$ cat src/rtl/pi_permutation_func_if.sv
// rtl/pi_permutation_func_if.sv - slice memory / result sink signal bundle for the pi permutation streamer
interface pi_permutation_func_if;
   logic         start;
   logic [95:0]  input_file_name;
   logic [103:0] output_file_name;
   logic [24:0]  line_in;
   logic [6:0]   cnt_value;
   logic         write_enable;
   logic [24:0]  write_value;
   logic         donee;

   // Environment side: drives start, the tags and the memory read data
   modport master (
      output start,
      output input_file_name,
      output output_file_name,
      output line_in,
      input  cnt_value,
      input  write_enable,
      input  write_value,
      input  donee
   );

   // Permutation engine side
   modport slave (
      input  start,
      input  input_file_name,
      input  output_file_name,
      input  line_in,
      output cnt_value,
      output write_enable,
      output write_value,
      output donee
   );
endinterface

$ cat src/rtl/pi_permutation_func.sv
// rtl/pi_permutation_func.sv - streams 64 Keccak slices through the pi lane permutation
module pi_permutation_func (
   input  logic                   clk,
   input  logic                   rst,
   pi_permutation_func_if.slave   bus
);

   typedef enum logic [1:0] {
      IDLE  = 2'd0,
      READ  = 2'd1,
      WRITE = 2'd2,
      DONE  = 2'd3
   } state_t;

   // Slice addresses are offset by 63: 63 addresses slice 0, 126 addresses slice 63.
   localparam logic [6:0] CNT_FIRST = 7'd63;
   localparam logic [6:0] CNT_LAST  = 7'd126;

   state_t      state_q, state_d;
   logic [6:0]  cnt_q, cnt_d;
   logic        we_q, we_d;
   logic [24:0] wv_q, wv_d;
   logic        done_q, done_d;
   logic [24:0] permuted;

   // The file name tags are carried for the surrounding flow only.
   logic unused_tags;
   assign unused_tags = ^{bus.input_file_name, bus.output_file_name};

   // Pure rewiring: out[5y+x] = in[5x + ((x+3y) mod 5)]
   genvar gx, gy;
   generate
      for (gy = 0; gy < 5; gy++) begin : g_row
         for (gx = 0; gx < 5; gx++) begin : g_col
            assign permuted[5*gy + gx] = bus.line_in[5*gx + ((gx + 3*gy) % 5)];
         end
      end
   endgenerate

   // State and output registers; every output is driven straight from a flop.
   always_ff @(posedge clk) begin
      if (rst) begin
         state_q <= IDLE;
         cnt_q   <= CNT_FIRST;
         we_q    <= 1'b0;
         wv_q    <= 25'd0;
         done_q  <= 1'b0;
      end else begin
         state_q <= state_d;
         cnt_q   <= cnt_d;
         we_q    <= we_d;
         wv_q    <= wv_d;
         done_q  <= done_d;
      end
   end

   // Next-state and next-output decode; register values are what the next state presents.
   always_comb begin
      state_d = state_q;
      cnt_d   = cnt_q;
      we_d    = 1'b0;
      wv_d    = wv_q;
      done_d  = done_q;
      case (state_q)
         IDLE: begin
            cnt_d  = CNT_FIRST;
            done_d = 1'b0;
            if (bus.start) begin
               state_d = READ;
            end
         end
         READ: begin
            // line_in is addressed by the current cnt_value and sampled here.
            wv_d    = permuted;
            we_d    = 1'b1;
            state_d = WRITE;
         end
         WRITE: begin
            // write_enable drops on leaving WRITE, so every pulse is one cycle wide.
            if (cnt_q == CNT_LAST) begin
               done_d  = 1'b1;
               state_d = DONE;
            end else begin
               cnt_d   = cnt_q + 7'd1;
               state_d = READ;
            end
         end
         DONE: begin
            // Sticky until reset, regardless of start.
            done_d = 1'b1;
         end
         default: begin
            state_d = IDLE;
         end
      endcase
   end

   assign bus.cnt_value    = cnt_q;
   assign bus.write_enable = we_q;
   assign bus.write_value  = wv_q;
   assign bus.donee        = done_q;

endmodule

$ cat src/flat_wrapper.sv
// flat-port wrapper written by rule: the top's interface ports become plain ports
module pi_permutation_func_flat 
  (clk, rst, bus_start, bus_input_file_name, bus_output_file_name, bus_line_in, bus_cnt_value, bus_write_enable, bus_write_value, bus_donee);
  pi_permutation_func_if bus_i ();
  input  logic clk;
  input  logic rst;
  input wire logic [$bits(bus_i.start)-1:0] bus_start;
  input wire logic [$bits(bus_i.input_file_name)-1:0] bus_input_file_name;
  input wire logic [$bits(bus_i.output_file_name)-1:0] bus_output_file_name;
  input wire logic [$bits(bus_i.line_in)-1:0] bus_line_in;
  output wire logic [$bits(bus_i.cnt_value)-1:0] bus_cnt_value;
  output wire logic [$bits(bus_i.write_enable)-1:0] bus_write_enable;
  output wire logic [$bits(bus_i.write_value)-1:0] bus_write_value;
  output wire logic [$bits(bus_i.donee)-1:0] bus_donee;
  assign bus_i.start = bus_start;
  assign bus_i.input_file_name = bus_input_file_name;
  assign bus_i.output_file_name = bus_output_file_name;
  assign bus_i.line_in = bus_line_in;
  assign bus_cnt_value = bus_i.cnt_value;
  assign bus_write_enable = bus_i.write_enable;
  assign bus_write_value = bus_i.write_value;
  assign bus_donee = bus_i.donee;
  pi_permutation_func u_core (.clk(clk), .rst(rst), .bus(bus_i));
endmodule
$ cat config.mk
export PLATFORM = sky130hd
export DESIGN_NAME = pi_permutation_func_flat
export DESIGN_NICKNAME = d
export VERILOG_FILES = /design/src/rtl/pi_permutation_func_if.sv /design/src/rtl/pi_permutation_func.sv /design/src/flat_wrapper.sv
export SDC_FILE = /design/constraint.sdc
export NUM_CORES = 1
export LEC_CHECK = 0
export CAP_MARGIN = 20
export CELL_PAD_IN_SITES_DETAIL_PLACEMENT = 0
export CELL_PAD_IN_SITES_GLOBAL_PLACEMENT = 1
export CORE_UTILIZATION = 13
export DETAILED_ROUTE_END_ITERATION = 8
export PLACE_DENSITY = 0.84
export SYNTH_ARGS = -nofsm -noshare
export SYNTH_HDL_FRONTEND = slang
export SYNTH_SLANG_ARGS = --single-unit
$ cat constraint.sdc
create_clock -name clk -period 2.25 [get_ports clk]
set_clock_uncertainty 0.1 [all_clocks]
set_input_delay 0.45 -clock clk [delete_from_list [all_inputs] [get_ports clk]]
set_output_delay 0.45 -clock clk [all_outputs]
set_load 0.03 [all_outputs]
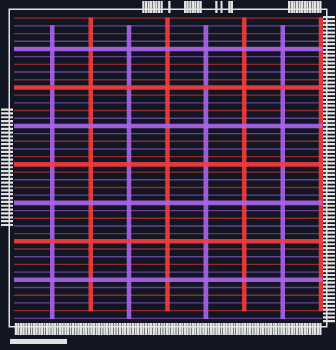
**Above:** PDN straps and rails.
The bar under the picture is 20 microns long. Pins as bars on the die edge.
VSS -> purple
VDD -> red
signal pins = 262
met1 rails = 40
peak supply drop: 0.328 mV
DIE WIDTH: 112 microns
CORE AREA: 0.0116 sq mm

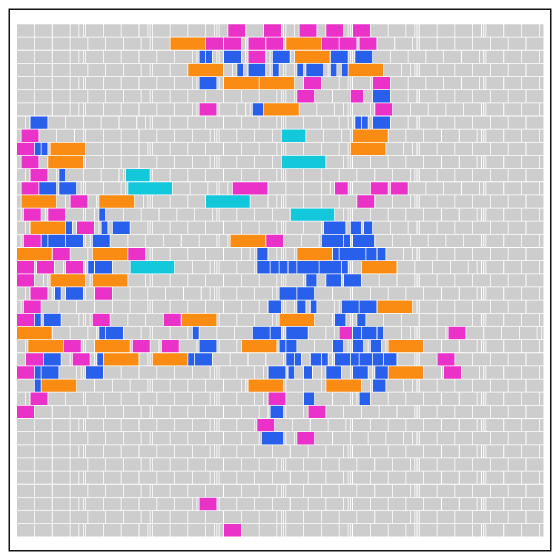
**Above:** cells colored by class.
Fill, decap, tap and diode cells in gray.
flip-flops -> orange  # cells 36, share of their area 31%
all other logic -> blue  # cells 112, share of their area 34%
clock drivers and dummy loads -> cyan  # cells 7, share of their area 6.6%
other buffers and delay cells -> magenta  # cells 65, share of their area 28%
Util after Layout: 21.6%
Seq/total area: 28.8%

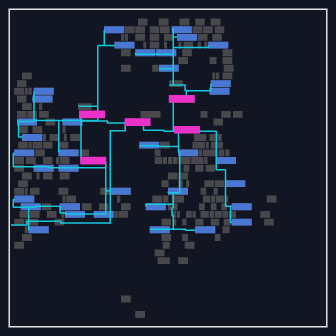
**Above:** routed clock nets over the placement.
clock wires -> cyan  # length 558 microns
flip-flops -> blue  # count 36
cells driving clock nets -> magenta  # count 5
routed clock nets = 6
power share of the clock group: 37.3%
Insertion Delay late pin: 0.27 ns
P_clk: 0.000710 W

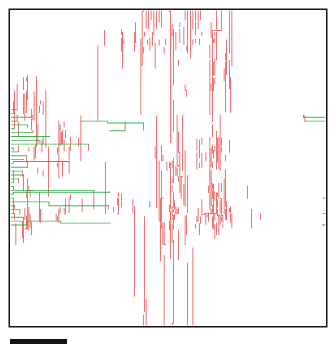
**Above:** wiring by layer.
The bar under the picture is 20 microns long. Only two layers are drawn.
met2 -> red  # wire length 1940 microns
met3 -> green  # wire length 331 microns
Routed Wire Length: 4.07 mm
Tot GR Track Use: 7.00%
Via Count: 1328

==> flow_summary.ini <==
; physical design summary
[final_layout]
clkbuf_count = 7
ff_count = 36
register_area_sq_um = 721
area_growth_pct = 59.9
nNetsFinal = 456
clkCellAreaFrac_pct = 6.10
lay_top_count = clkdlybuf4s50_1
drive_gt1_share_pct = 6.36
final-nonclk-buf-share_pct = 26.1
signal_buffers = 65

[power]
powerDensity_mw_per_mm2 = 760
comb_power_w = 0.000457
comb_power_share_pct = 24.1
powerSeq_w = 0.000733
power.leakage_nw = 0.949
switching_share_pct = 27.4

[global_routing]
grt_first_pass_wirelength_mm = 6.88
met2_usage_pct = 11.8

[clock_tree]
cts_made_buffers = 5
cts_tree = yes
root_buffer = clkbuf_16
cts.clk_slew.worst_paths_ns = 0.06
postCtsSetupRepairBufs = 0

[sta]
worst_hold_slack_ns = 0.393
tns_ns = 0
hold_violations = 0
finalMaxSlewViolations = 0
tightest_slew_ns = 0.490
fin_ws_ns = 0.268
setup_viol = 0
rsz0062_at_grt = no
slew_headroom_pct = 67.4

[setup_path]
crit_chain = clkdlybuf4s50_1
required_ns = 1.70
critical_path_class = flip-flop to output port
start_kind = flip-flop
worst_path_largest_cell_delay_ns = 0.73
crit_path_end_kind = output port

[die]
die_area_sq_mm = 0.0125
initCoreUtil_pct = 13.5
taps = 143

[synth]
most_common_cell = dfxtp_1
synthAoiAreaFrac_pct = 10.6
synth-seq-cells = 36
synth.top_cells.by_count = dfxtp_1 (36), nor2_1 (27), mux2i_1 (25)
flop_cell = dfxtp_1
ys_sh_adder_pct = 6.40
synth_warnings = 0
synth_area_leader_cell = dfxtp_1
synth-async-reset-ratio_pct = 0
top_cells_by_area = dfxtp_1 (46%), mux2i_1 (16%), nor2_1 (6.5%)
ys_sh_simple_pct = 16.8
fp_nets = 394
ys_sh_xor_pct = 0

[route]
routed-wl-met2_mm = 1.94
drc = 0
first_pass_iters = 4

[job]
tool_warnings = 232
cap_violations = 0

[placement]
place_congestion = 0.682
place_inst = 356
hpwl_mm = 3.06
place_area_sq_mm = 0.00235

[hold_path]
hp-class = flip-flop to flip-flop

[outcome]
run_status = finished clean
[registers in the layout, summed over array words and instances (netlist names)]
register                 flops
u_core.state_q               2
u_core.bus.donee             1
u_core.bus.write_value      25
u_core.bus.write_enable      1
u_core.bus.cnt_value         7
[worst paths after layout]
kind                                               start                                endpoint  slack [ns]  cells past startpoint
setup / recovery    u_core.bus.cnt_value[4]$_SDFFE_PP1P_                        bus_cnt_value[4]        0.27                      1
setup reg to reg          u_core.state_q[0]$_SDFFE_PP0P_    u_core.bus.cnt_value[6]$_SDFFE_PP0P_        0.40                      5
hold reg to reg   u_core.bus.write_value[4]$_SDFFE_PP0P_  u_core.bus.write_value[4]$_SDFFE_PP0P_        0.39                      2
hold / removal    u_core.bus.write_value[4]$_SDFFE_PP0P_  u_core.bus.write_value[4]$_SDFFE_PP0P_        0.39                      2
No activity file was given, so power comes from the tool's default toggle rates.
